run_1/met1.png
(2 px per um) Cells faint in the background.
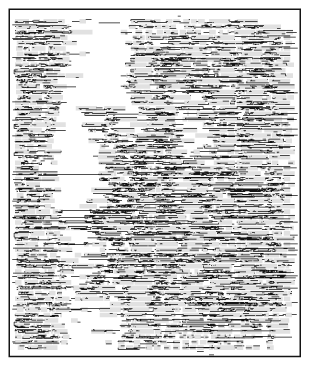
run_1/met2.png
(3 px per um)
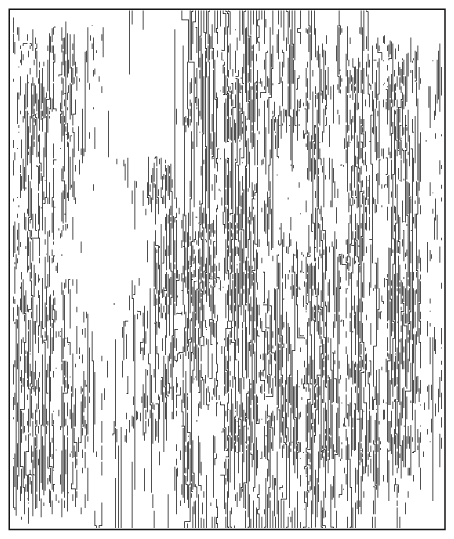
run_1/met3.png
(1.5 px per um) Cells faint in the background.
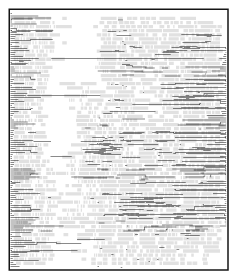
File: src/rtl/fpu_op_scheduler.sv
// Single-issue dispatcher for the ADD/SUB/MUL/DIV units: per-unit IDLE/BUSY/DONE tracking with a
// timeout watchdog, and a one-entry result buffer filled from DONE units in round-robin order.
module fpu_op_scheduler #(
  parameter int          TAG_W   = 4,
  parameter int          TIMEOUT = 64,
  parameter logic [31:0] NAN_VAL = 32'h7FC00000
) (
  input  logic             clk,
  input  logic             rst,
  input  logic             req_valid,
  output logic             req_ready,
  input  logic [1:0]       req_op,
  input  logic [31:0]      req_a,
  input  logic [31:0]      req_b,
  input  logic [TAG_W-1:0] req_tag,
  output logic [3:0]       unit_start,
  output logic [31:0]      unit_a,
  output logic [31:0]      unit_b,
  input  logic [3:0]       unit_done,
  input  logic [127:0]     unit_result,
  output logic             res_valid,
  input  logic             res_ready,
  output logic [31:0]      res_data,
  output logic [TAG_W-1:0] res_tag,
  output logic [1:0]       res_op,
  output logic             res_err
);
  localparam int CNT_W = (TIMEOUT > 2) ? $clog2(TIMEOUT) : 1;
  localparam logic [1:0] OP_SUB = 2'd1;

  typedef enum logic [1:0] {IDLE, BUSY, DONE} ustate_t;

  ustate_t          state_q [4];
  logic [CNT_W-1:0] cnt_q   [4];
  logic [TAG_W-1:0] tag_q   [4];
  logic [31:0]      data_q  [4];
  logic [3:0]       err_q;
  logic [1:0]       ptr_q;

  logic [3:0]       unit_start_q;
  logic [31:0]      unit_a_q;
  logic [31:0]      unit_b_q;
  logic             res_valid_q;
  logic [31:0]      res_data_q;
  logic [TAG_W-1:0] res_tag_q;
  logic [1:0]       res_op_q;
  logic             res_err_q;

  logic             accept;
  logic             load;
  logic             any_done;
  logic [1:0]       sel;
  logic [1:0]       idx;

  assign req_ready = (state_q[req_op] == IDLE) && !rst;
  assign accept    = req_valid && req_ready;

  // Scan offsets high to low so the DONE unit closest above the pointer is the last one written.
  always_comb begin
    any_done = 1'b0;
    sel      = ptr_q;
    idx      = ptr_q;
    for (int k = 3; k >= 0; k--) begin
      idx = ptr_q + 2'(k);
      if (state_q[idx] == DONE) begin
        any_done = 1'b1;
        sel      = idx;
      end
    end
  end

  assign load = any_done && (!res_valid_q || res_ready);

  always_ff @(posedge clk) begin
    if (rst) begin
      for (int i = 0; i < 4; i++) begin
        state_q[i] <= IDLE;
        cnt_q[i]   <= '0;
        tag_q[i]   <= '0;
        data_q[i]  <= '0;
      end
      err_q        <= '0;
      ptr_q        <= '0;
      unit_start_q <= '0;
      unit_a_q     <= '0;
      unit_b_q     <= '0;
      res_valid_q  <= 1'b0;
      res_data_q   <= '0;
      res_tag_q    <= '0;
      res_op_q     <= '0;
      res_err_q    <= 1'b0;
    end else begin
      unit_start_q <= '0;
      if (accept) begin
        unit_start_q[req_op] <= 1'b1;
        unit_a_q             <= req_a;
        unit_b_q             <= (req_op == OP_SUB) ? {~req_b[31], req_b[30:0]} : req_b;
      end

      for (int i = 0; i < 4; i++) begin
        case (state_q[i])
          IDLE: begin
            if (accept && (req_op == 2'(i))) begin
              state_q[i] <= BUSY;
              cnt_q[i]   <= '0;
              tag_q[i]   <= req_tag;
            end
          end
          BUSY: begin
            // A real completion beats the watchdog when both land in the same cycle.
            if (unit_done[i]) begin
              state_q[i] <= DONE;
              data_q[i]  <= unit_result[32*i +: 32];
              err_q[i]   <= 1'b0;
            end else if (cnt_q[i] == CNT_W'(TIMEOUT - 1)) begin
              state_q[i] <= DONE;
              data_q[i]  <= NAN_VAL;
              err_q[i]   <= 1'b1;
            end else begin
              cnt_q[i] <= cnt_q[i] + 1'b1;
            end
          end
          DONE: begin
            if (load && (sel == 2'(i))) state_q[i] <= IDLE;
          end
          default: state_q[i] <= IDLE;
        endcase
      end

      if (load) begin
        res_valid_q <= 1'b1;
        res_data_q  <= data_q[sel];
        res_tag_q   <= tag_q[sel];
        res_op_q    <= sel;
        res_err_q   <= err_q[sel];
        ptr_q       <= sel + 2'd1;
      end else if (res_ready) begin
        res_valid_q <= 1'b0;
      end
    end
  end

  assign unit_start = unit_start_q;
  assign unit_a     = unit_a_q;
  assign unit_b     = unit_b_q;
  assign res_valid  = res_valid_q;
  assign res_data   = res_data_q;
  assign res_tag    = res_tag_q;
  assign res_op     = res_op_q;
  assign res_err    = res_err_q;

endmodule
File: config.mk
export PLATFORM = sky130hd
export DESIGN_NAME = fpu_op_scheduler
export DESIGN_NICKNAME = d
export VERILOG_FILES = /design/src/rtl/fpu_op_scheduler.sv
export SDC_FILE = /design/constraint.sdc
export NUM_CORES = 1
export LEC_CHECK = 0
export CORE_ASPECT_RATIO = 1.2
export CORE_MARGIN = 2
export CORE_UTILIZATION = 54
export CTS_CLUSTER_DIAMETER = 200
export DETAILED_ROUTE_END_ITERATION = 10
export GPL_ROUTABILITY_DRIVEN = 0
export PLACE_DENSITY = 0.9
export SLEW_MARGIN = 0
export SYNTH_ARGS = -nofsm -noshare
export SYNTH_HDL_FRONTEND = slang
export SYNTH_SLANG_ARGS = --single-unit
export TNS_END_PERCENT = 1
File: constraint.sdc
create_clock -name clk -period 9.3 [get_ports clk]
set_input_delay 0.93 -clock clk [delete_from_list [all_inputs] [get_ports clk]]
set_output_delay 0.93 -clock clk [all_outputs]
set_load 0.01 [all_outputs]
==> run_results.csv, run 1 <==
group,metric,value,unit
outcome,status,"completed",
synthesis,ys_chip_area,12840,um2
clock_network,clock-sinks,292,
clock_network,insertion_delay,0.56,ns
synthesis,syn-num-nets,1367,
clock_network,cts_root_buf,"clkbuf_16",
setup_path,critical-path-slowest-cell,"clkdlybuf4s50_1",
synthesis,yosysWarnings,0,
cells_and_area,buffer_area_frac,0.1887,
setup_path,worstSetupPathType,"input port to primary output",
die,core_region_area,23280,um2
synthesis,top_cells_by_count,"nand2_1 (194), edfxtp_1 (176), dfxtp_1 (116)",
grt,grt_max_degree,77,
cells_and_area,n_all_inverters,11,
cells_and_area,utilization,0.7338,
hold_path,hold_start,"unit_a[2]",
hold_path,min_path_cells,2,
synthesis,yosys.area.top_type_share,0.4117,
power_and_ir_drop,swShare,0.3202,
synthesis,ys_types,51,
synthesis,ys_seq_frac,0.5925,
final_timing,setup_viol,0,
cells_and_area,lay_top_count,"clkdlybuf4s50_1",
synthesis,synth_cells,1157,
synthesis,synth_top_cell_by_count,"nand2_1",
setup_path,critPathLaunchType,"input port",
cells_and_area,comb_share,0.2813,
clock_network,cts_tree,"built",
die,ios,315,
setup_path,max_stage_delay,0.62,ns
clock_network,htree_levels,1,
setup_path,cp.depth,5,
synthesis,edf_count,176,
About met1.png:
The longest straight run is 37.7 um. The wires run mostly horizontal. The layer carries 12600 um of wire.

About met2.png:
1445 nets have wire on it. The layer carries 17800 um of wire.

About met3.png:
The layer carries 4390 um of wire. The longest straight run is 101 um. 298 nets have wire on it. The layer holds 12% of the routed length.
WL final: 36130 um
M3 GR Usage: 0.09056
DR vias: 10.34k

==> run 2, diff against run 1 <==
--- a/config.mk
+++ b/config.mk
@@ -7,11 +7,11 @@
 export LEC_CHECK = 0
 export CORE_ASPECT_RATIO = 1.2
 export CORE_MARGIN = 2
-export CORE_UTILIZATION = 54
+export CORE_UTILIZATION = 50
 export CTS_CLUSTER_DIAMETER = 200
 export DETAILED_ROUTE_END_ITERATION = 10
 export GPL_ROUTABILITY_DRIVEN = 0
-export PLACE_DENSITY = 0.9
+export PLACE_DENSITY = 0.85
 export SLEW_MARGIN = 0
 export SYNTH_ARGS = -nofsm -noshare
 export SYNTH_HDL_FRONTEND = slang
==> constraint.sdc (replaced) <==
create_clock -name clk -period 3.6 [get_ports clk]
set_input_delay 0.36 -clock clk [delete_from_list [all_inputs] [get_ports clk]]
set_output_delay 0.36 -clock clk [all_outputs]
set_load 0.01 [all_outputs]
run_2/met4.png
(1.5 px per um) Cells faint in the background.
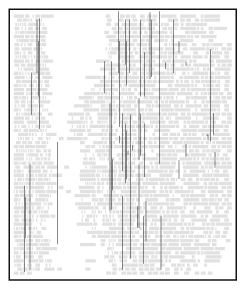
The layer holds 4.8% of the routed length. The wires run mostly vertical. 41 nets have wire on it. The layer carries 1740 um of wire.
WL final: 36690 um
DR vias: 10.31k

==> run_results.csv, run 2 <==
group,metric,value,unit
setup_path,critPathLaunchType,"flop",
synthesis,ys_seq_frac,0.5925,
clock_network,clock-sinks,292,
synthesis,top_cells_by_count,"nand2_1 (194), edfxtp_1 (176), dfxtp_1 (116)",
setup_path,max_stage_delay,0.58,ns
cells_and_area,logic_area,4807,um2
synthesis,syn-num-nets,1367,
cells_and_area,lay_top_count,"clkdlybuf4s50_1",
setup_path,critical-path-slowest-cell,"buf_4",
power_and_ir_drop,powerComb,3.17,mW
final_timing,setup_viol,0,
synthesis,ys_chip_area,12840,um2
hold_path,min_path_cells,2,
synthesis,ys_async_sr_fraction,0,
die,core_region_area,25380,um2
outcome,status,"completed",
cells_and_area,comb_share,0.2790,
power_and_ir_drop,swShare,0.3208,
setup_path,worstSetupPathType,"flop to flop",
synthesis,xor_share,0.01160,
synthesis,yosysWarnings,0,
clock_network,insertion_delay,0.55,ns
grt,grt_max_degree,66,
setup_path,cp.depth,7,
hold_path,hold_start,"rst",
synthesis,synth_cells,1157,
clock_network,htree_levels,1,
synthesis,edf_count,176,
synthesis,yosys.area.top_type_share,0.4117,
run_2/met3.png
(1.5 px per um) Cells faint in the background.
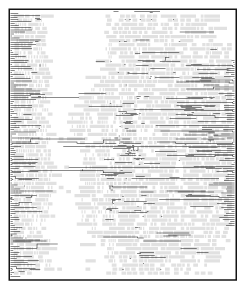
The layer carries 3860 um of wire. 304 nets have wire on it. The wires run mostly horizontal. The layer holds 11% of the routed length. The longest straight run is 114 um.
M3 GR Usage: 0.07487

==> run 3, diff against run 2 <==
--- a/config.mk
+++ b/config.mk
@@ -7,11 +7,12 @@
 export LEC_CHECK = 0
 export CORE_ASPECT_RATIO = 1.2
 export CORE_MARGIN = 2
-export CORE_UTILIZATION = 50
+export CORE_UTILIZATION = 63
 export CTS_CLUSTER_DIAMETER = 200
 export DETAILED_ROUTE_END_ITERATION = 10
+export DONT_BUFFER_PORTS = 1
 export GPL_ROUTABILITY_DRIVEN = 0
-export PLACE_DENSITY = 0.85
+export PLACE_DENSITY = 0.83
 export SLEW_MARGIN = 0
 export SYNTH_ARGS = -nofsm -noshare
 export SYNTH_HDL_FRONTEND = slang
run_3/met4.png
(1.5 px per um) Cells faint in the background.
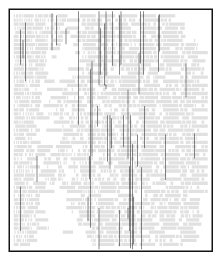
39 nets have wire on it. The longest straight run is 105 um. The wires run mostly vertical. The layer holds 4.4% of the routed length. The layer carries 1520 um of wire.
DR vias: 9520
WL final: 34470 um

==> run_results.csv, run 3 <==
group,metric,value,unit
synthesis,syn-num-nets,1367,
clock_network,htree_levels,1,
synthesis,yosys.area.top_type_share,0.4117,
outcome,status,"completed",
power_and_ir_drop,swShare,0.3291,
hold_path,min_path_cells,1,
cells_and_area,utilization,0.7362,
grt,met3_usage,0.07039,
synthesis,ys_seq_frac,0.5925,
final_timing,setup_viol,0,
setup_path,critical-path-slowest-cell,"and2_2",
power_and_ir_drop,powerComb,2.37,mW
die,ios,315,
setup_path,max_stage_delay,0.55,ns
clock_network,clock-sinks,292,
synthesis,top_cells_by_count,"nand2_1 (194), edfxtp_1 (176), dfxtp_1 (116)",
cells_and_area,lay_top_count,"nand2_1",
clock_network,cts_tree,"built",
clock_network,cts_root_buf,"clkbuf_16",
synthesis,ys_async_sr_fraction,0,
cells_and_area,comb_share,0.3246,
synthesis,edf_count,176,
synthesis,yosysWarnings,0,
die,core_region_area,20110,um2
run_3/met1.png
(2 px per um) Cells faint in the background.
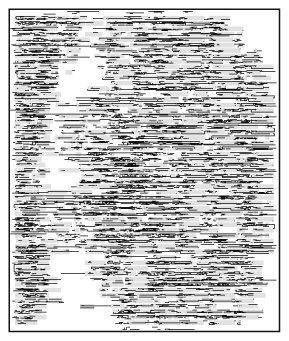
met1 usage: 0.3572

